===== src/rtl/uart_tx_cfg_if.sv =====
`timescale 1ns/1ps
// uart_tx_cfg_if: valid/ready word handshake feeding the UART transmitter.
// The source drives in_valid/in_data (master); the transmitter answers with in_ready (slave).
interface uart_tx_cfg_if #(
  parameter int DATA_W = 8
);
  logic              in_valid;
  logic [DATA_W-1:0] in_data;
  logic              in_ready;

  modport master (output in_valid, output in_data, input  in_ready);
  modport slave  (input  in_valid, input  in_data, output in_ready);
endinterface


===== src/rtl/uart_tx_cfg.sv =====
`timescale 1ns/1ps
// uart_tx_cfg: configurable UART transmitter (start, DATA_W data bits LSB first,
// optional even/odd parity, 1 or 2 stop bits, CLKS_PER_BIT clocks per bit).
// Build option UART_TX_CFG_FIFO_EN: a FIFO_DEPTH-entry input FIFO replaces the
// single holding register, and in_ready becomes !full.
module uart_tx_cfg #(
  parameter int DATA_W       = 8,
  parameter int CLKS_PER_BIT = 16,
  parameter int PARITY_MODE  = 0,
  parameter int STOP_BITS    = 1,
  parameter int FIFO_DEPTH   = 4
) (
  input  logic         clk,
  input  logic         rst,
  uart_tx_cfg_if.slave in_if,
  output logic         tx,
  output logic         busy,
  output logic         done
);

  typedef enum logic [2:0] {IDLE, START, DATA, PARITY, STOP} state_t;

  localparam logic [15:0] CNT_MAX   = 16'(CLKS_PER_BIT - 1);
  localparam logic [3:0]  LAST_DATA = 4'(DATA_W - 1);
  localparam logic [3:0]  LAST_STOP = 4'(STOP_BITS - 1);
  localparam logic        PAR_INV   = (PARITY_MODE == 2);

  // Reject parameter sets the framer is not built for at elaboration time.
  if (DATA_W < 5 || DATA_W > 9 || CLKS_PER_BIT < 2 || CLKS_PER_BIT > 65535 ||
      PARITY_MODE < 0 || PARITY_MODE > 2 || STOP_BITS < 1 || STOP_BITS > 2 ||
      FIFO_DEPTH < 2 || FIFO_DEPTH > 16 || (FIFO_DEPTH & (FIFO_DEPTH - 1)) != 0) begin : g_bad_params
    $error("uart_tx_cfg: illegal parameter set");
  end

  state_t            state_q;
  logic [15:0]       cnt_q;
  logic [3:0]        bit_q;
  logic [DATA_W-1:0] sh_q;
  logic              par_q, tx_q, busy_q, done_q;

  logic              push, load, stop_last, head_v;
  logic [DATA_W-1:0] head_d, word;

  // Last clock of the final stop period: frame ends on the next edge.
  assign stop_last = (state_q == STOP) && (cnt_q == 16'd0) && (bit_q == LAST_STOP);
  assign push      = in_if.in_valid && in_if.in_ready;
  // From IDLE only a buffered word starts a frame (one cycle accept-to-start);
  // at the end of a frame a word arriving on that very edge is passed straight in.
  assign load      = ((state_q == IDLE) && head_v) || (stop_last && (head_v || push));
  assign word      = head_v ? head_d : in_if.in_data;

`ifdef UART_TX_CFG_FIFO_EN
  localparam int AW = $clog2(FIFO_DEPTH);

  logic [DATA_W-1:0] mem_q [FIFO_DEPTH];
  logic [AW:0]       wr_q, rd_q;
  logic              empty, full, wr_en, rd_en;

  assign empty          = (wr_q == rd_q);
  assign full           = (wr_q[AW] != rd_q[AW]) && (wr_q[AW-1:0] == rd_q[AW-1:0]);
  assign in_if.in_ready = !rst && !full;
  assign head_v         = !empty;
  assign head_d         = mem_q[rd_q[AW-1:0]];
  // Push and pop while empty bypasses the storage, so the count stays 0.
  assign wr_en          = push && !(load && empty);
  assign rd_en          = load && !empty;

  // Pointers carry one extra wrap bit to tell full from empty.
  always_ff @(posedge clk) begin
    if (rst) begin
      wr_q <= '0;
      rd_q <= '0;
    end else begin
      if (wr_en) wr_q <= wr_q + 1'b1;
      if (rd_en) rd_q <= rd_q + 1'b1;
    end
  end

  // Storage array; contents are don't-care while empty, so no reset.
  always_ff @(posedge clk) begin
    if (wr_en) mem_q[wr_q[AW-1:0]] <= in_if.in_data;
  end
`else
  logic              hold_v_q;
  logic [DATA_W-1:0] hold_q;

  // Ready only when the holder is empty and the framer can take a word soon.
  assign in_if.in_ready = !rst && !hold_v_q && ((state_q == IDLE) || stop_last);
  assign head_v         = hold_v_q;
  assign head_d         = hold_q;

  // Single holding register between the handshake and the framer.
  always_ff @(posedge clk) begin
    if (rst) begin
      hold_v_q <= 1'b0;
      hold_q   <= '0;
    end else if (load) begin
      hold_v_q <= 1'b0;
    end else if (push) begin
      hold_v_q <= 1'b1;
      hold_q   <= in_if.in_data;
    end
  end
`endif

  // Frame FSM with registered line, busy and done outputs.
  always_ff @(posedge clk) begin
    if (rst) begin
      state_q <= IDLE;
      cnt_q   <= '0;
      bit_q   <= '0;
      sh_q    <= '0;
      par_q   <= 1'b0;
      tx_q    <= 1'b1;
      busy_q  <= 1'b0;
      done_q  <= 1'b0;
    end else begin
      done_q <= stop_last;
      if (load) begin
        state_q <= START;
        cnt_q   <= CNT_MAX;
        bit_q   <= '0;
        sh_q    <= word;
        par_q   <= (^word) ^ PAR_INV;
        tx_q    <= 1'b0;
        busy_q  <= 1'b1;
      end else begin
        case (state_q)
          IDLE: begin
            tx_q   <= 1'b1;
            busy_q <= 1'b0;
          end
          START: begin
            if (cnt_q == 16'd0) begin
              state_q <= DATA;
              cnt_q   <= CNT_MAX;
              bit_q   <= '0;
              tx_q    <= sh_q[0];
            end else cnt_q <= cnt_q - 16'd1;
          end
          DATA: begin
            if (cnt_q == 16'd0) begin
              cnt_q <= CNT_MAX;
              if (bit_q == LAST_DATA) begin
                bit_q <= '0;
                if (PARITY_MODE != 0) begin
                  state_q <= PARITY;
                  tx_q    <= par_q;
                end else begin
                  state_q <= STOP;
                  tx_q    <= 1'b1;
                end
              end else begin
                bit_q <= bit_q + 4'd1;
                sh_q  <= sh_q >> 1;
                tx_q  <= sh_q[1];
              end
            end else cnt_q <= cnt_q - 16'd1;
          end
          PARITY: begin
            if (cnt_q == 16'd0) begin
              state_q <= STOP;
              cnt_q   <= CNT_MAX;
              bit_q   <= '0;
              tx_q    <= 1'b1;
            end else cnt_q <= cnt_q - 16'd1;
          end
          STOP: begin
            if (cnt_q == 16'd0) begin
              if (bit_q == LAST_STOP) begin
                state_q <= IDLE;
                busy_q  <= 1'b0;
                bit_q   <= '0;
              end else begin
                bit_q <= bit_q + 4'd1;
                cnt_q <= CNT_MAX;
              end
              tx_q <= 1'b1;
            end else cnt_q <= cnt_q - 16'd1;
          end
          default: begin
            state_q <= IDLE;
            tx_q    <= 1'b1;
            busy_q  <= 1'b0;
          end
        endcase
      end
    end
  end

  assign tx   = tx_q;
  assign busy = busy_q;
  assign done = done_q;

endmodule


===== src/flat_wrapper.sv =====
// flat-port wrapper written by rule: the top's interface ports become plain ports
module uart_tx_cfg_flat 
#(
  parameter int DATA_W       = 8,
  parameter int CLKS_PER_BIT = 16,
  parameter int PARITY_MODE  = 0,
  parameter int STOP_BITS    = 1,
  parameter int FIFO_DEPTH   = 4
)
  (clk, rst, tx, busy, done, in_if_in_valid, in_if_in_data, in_if_in_ready);
  uart_tx_cfg_if #(.DATA_W(DATA_W)) in_if_i ();
  input  logic clk;
  input  logic rst;
  output logic tx;
  output logic busy;
  output logic done;
  input wire logic [$bits(in_if_i.in_valid)-1:0] in_if_in_valid;
  input wire logic [$bits(in_if_i.in_data)-1:0] in_if_in_data;
  output wire logic [$bits(in_if_i.in_ready)-1:0] in_if_in_ready;
  assign in_if_i.in_valid = in_if_in_valid;
  assign in_if_i.in_data = in_if_in_data;
  assign in_if_in_ready = in_if_i.in_ready;
  uart_tx_cfg #(.DATA_W(DATA_W), .CLKS_PER_BIT(CLKS_PER_BIT), .PARITY_MODE(PARITY_MODE), .STOP_BITS(STOP_BITS), .FIFO_DEPTH(FIFO_DEPTH)) u_core (.clk(clk), .rst(rst), .in_if(in_if_i), .tx(tx), .busy(busy), .done(done));
endmodule

===== config.mk =====
export PLATFORM = sky130hd
export DESIGN_NAME = uart_tx_cfg_flat
export DESIGN_NICKNAME = d
export VERILOG_FILES = /design/src/rtl/uart_tx_cfg_if.sv /design/src/rtl/uart_tx_cfg.sv /design/src/flat_wrapper.sv
export SDC_FILE = /design/constraint.sdc
export NUM_CORES = 1
export LEC_CHECK = 0
export CAP_MARGIN = 10
export CELL_PAD_IN_SITES_DETAIL_PLACEMENT = 1
export CELL_PAD_IN_SITES_GLOBAL_PLACEMENT = 1
export CORE_MARGIN = 2
export CORE_UTILIZATION = 50
export CTS_BUF_LIST = sky130_fd_sc_hd__clkbuf_4 sky130_fd_sc_hd__clkbuf_8
export CTS_CLUSTER_DIAMETER = 150
export CTS_CLUSTER_SIZE = 30
export DETAILED_ROUTE_END_ITERATION = 16
export GPL_TIMING_DRIVEN = 0
export PLACE_DENSITY = 0.85
export SETUP_SLACK_MARGIN = 0.05
export SYNTH_ARGS = -nofsm -noshare
export SYNTH_HDL_FRONTEND = slang
export SYNTH_SLANG_ARGS = --single-unit

===== constraint.sdc =====
create_clock -name clk -period 6 [get_ports clk]
set_clock_uncertainty 0.1 [all_clocks]
set_input_delay 1.2 -clock clk [delete_from_list [all_inputs] [get_ports clk]]
set_output_delay 1.2 -clock clk [all_outputs]
set_load 0.01 [all_outputs]

==> run_summary.xml <==
<?xml version="1.0" encoding="UTF-8"?>
<metrics>
  <group name="run_status">
    <metric name="run_status" unit="">finished clean</metric>
  </group>
  <group name="grt">
    <metric name="grt_util_met3" unit="">0.05221</metric>
    <metric name="gr-total-overflow" unit="">0</metric>
    <metric name="via_count_of_the_first_global_routing_pass" unit="">2456</metric>
    <metric name="grt_use_met2" unit="">0.4318</metric>
  </group>
  <group name="setup_path">
    <metric name="startpoint_types" unit="">register</metric>
    <metric name="worst_r2r_endpoint" unit="">u_core.bit_q[3]$_SDFFE_PP0P_</metric>
    <metric name="ff2ff_path_depth" unit="">6</metric>
    <metric name="capturing_element_of_the_worst_setup_path" unit="">in_if_in_ready</metric>
    <metric name="r2r-start" unit="">u_core.bit_q[0]$_SDFFE_PP0P_</metric>
    <metric name="crit_path_cell_trace" unit="">inv_1 -&gt; ha_1 -&gt; nor4b_1 -&gt; nand4_1 -&gt; clkbuf_1 -&gt; o21ai_0 -&gt; and3_1 -&gt; clkdlybuf4s50_1</metric>
    <metric name="cp_max_fo" unit="">10</metric>
    <metric name="worst_ep_arrival_time" unit="ns">3.33</metric>
  </group>
  <group name="route">
    <metric name="drcViolationCount" unit="">0</metric>
    <metric name="antenna_violating_nets_post_route" unit="">0</metric>
    <metric name="drt_first_iter_violations" unit="">213</metric>
    <metric name="topRoutingLayerUsed" unit="">met4</metric>
  </group>
  <group name="sta">
    <metric name="rsz0062_at_grt" unit="">false</metric>
    <metric name="final_max_slew_viol_count" unit="">0</metric>
  </group>
  <group name="synth">
    <metric name="synth_nets" unit="">322</metric>
    <metric name="cell_area_after_technology_mapping" unit="sq um">2530</metric>
    <metric name="yosys_most_used_dff" unit="">dfxtp_1</metric>
    <metric name="synth.top_cells.by_area" unit="">dfxtp_1 (34%), a21oi_1 (6.7%), mux2i_1 (6.3%)</metric>
    <metric name="synth-edff-count" unit="">0</metric>
  </group>
  <group name="cells_and_area">
    <metric name="largest_reg_flops" unit="">16</metric>
    <metric name="largestClassByArea" unit="">multi-input combinational cells</metric>
    <metric name="seq-cell-share" unit="">0.3039</metric>
    <metric name="fin_nets" unit="">342</metric>
    <metric name="clock_buffers" unit="">6</metric>
  </group>
  <group name="clock_tree">
    <metric name="cts-resized-gates" unit="">0</metric>
    <metric name="cts_sinks" unit="">43</metric>
  </group>
  <group name="power_and_ir_drop">
    <metric name="ir_worst_vdd" unit="mV">0.2900</metric>
    <metric name="pwr.group.clock" unit="mW">0.194</metric>
  </group>
  <group name="worst_hold_path">
    <metric name="critical_hold_path_startpoint" unit="">u_core.cnt_q[15]$_SDFFE_PP0P_</metric>
  </group>
  <group name="place">
    <metric name="globalplace.congestion" unit="">0.8174</metric>
  </group>
  <group name="floorplanning">
    <metric name="floorplan.core_util" unit="">0.5286</metric>
  </group>
</metrics>
[logic make-up (layout without fill, tap and decap cells)]
logic type                 after synthesis  in the layout  synth area share
AOI/OAI and AO/OA                       84             84            0.2082
DFF                                     43             43            0.3403
xor gates and xnor gates                 2              2          0.006925
adders and majority gates                4              4           0.01978
and+or+nand+nor                        117            117            0.2680
buffers and inverters                   33             54           0.05786
muxes                                   24             24           0.09891
[per-stage QoR]
step | setup slack, ns | power, mW | std cells | instance area (sq um)
2_1_floorplan | 2.764 | 0.8828 | 307 | 2530
3_3_place_gp | 1.872 | 1.051 | 387 | 2744
3_5_place_dp | 1.824 | 1.075 | 387 | 2744
4_1_cts | 1.467 | 1.272 | 395 | 2833
5_1_grt | 1.191 | 1.365 | 395 | 2833
6_report | 1.367 | 1.281 | 395 | 2833
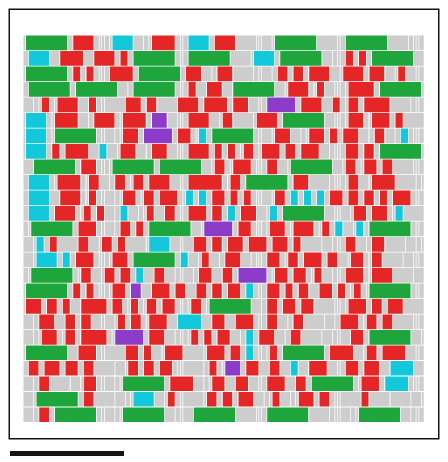
placement_by_type.png
Scale bar: 20 um. Fill, decap, tap and diode cells in gray.
[green] flops | cells: 43 | share of their area: 31%
[red] combinational and other logic | cells: 239 | share of their area: 56%
[purple] clock drivers and dummy loads | cells: 8 | share of their area: 3.2%
[cyan] other buffers and delay cells | cells: 38 | share of their area: 9.0%
FP Rows: 25
Post-Route Utilization: 0.5919
area inside the core boundary: 4786 sq um

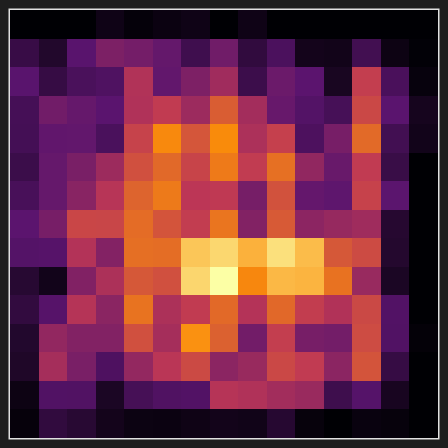
metal_density.png
15 x 15 tiles, from black (low) to pale yellow (high), scaled to the fullest tile. Values are wire area over tile area, all layers added.
densest ninth of the die: center
nearly empty tiles: 12%
mean over tiles: 0.21
emptiest ninth of the die: upper right
tiles over half the peak: 27%
fullest tile: 0.63
DR vias: 2463
total wire length: 7304 um
routed length per instance: 18.49 um
All-Layer GR Usage: 0.2783

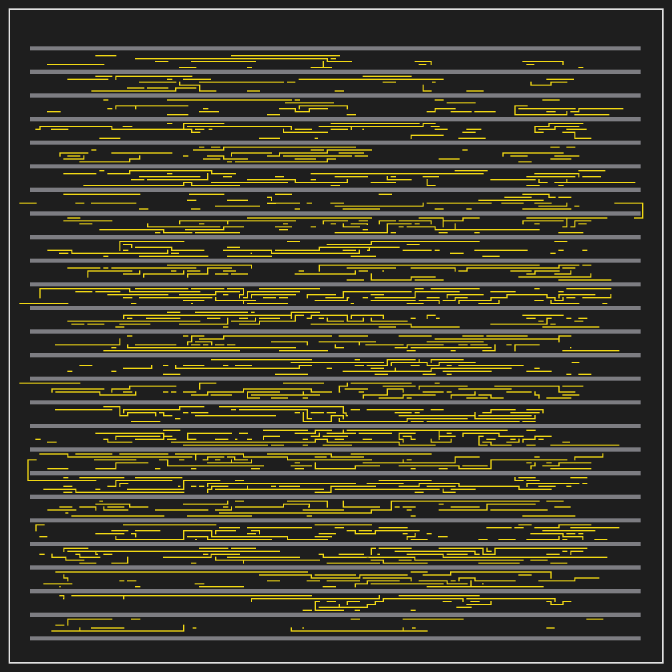
layer_met1.png
Supply wires on this layer in gray.
nets with wire on the layer: 325
share of all routed wire: 46%
longest straight run: 29.0 um
wire length on this layer: 3370 um
main direction: horizontal
met1 Use GR: 0.3862

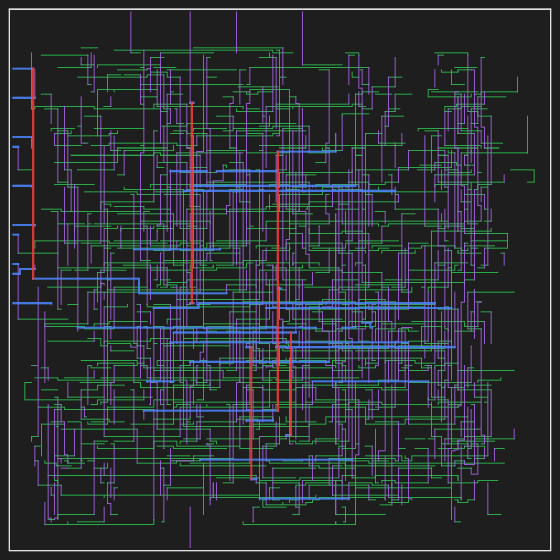
wires.png
[blue] metal 3 | wire length: 415 um
[purple] metal 2 | wire length: 3390 um
[red] metal 4 | wire length: 126 um
[green] metal 1 | wire length: 3370 um

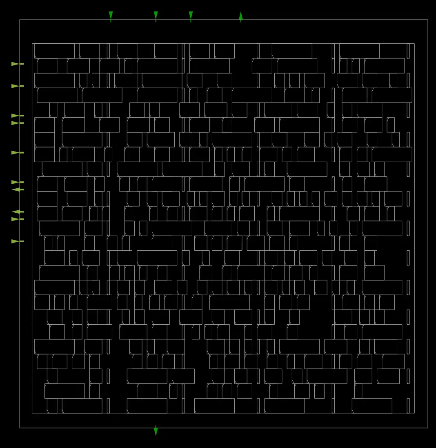
placement.png
tap cell count: 67
final non-filler cell total: 395
seq_cells: 43

Power is estimated from default activity; no workload was simulated.
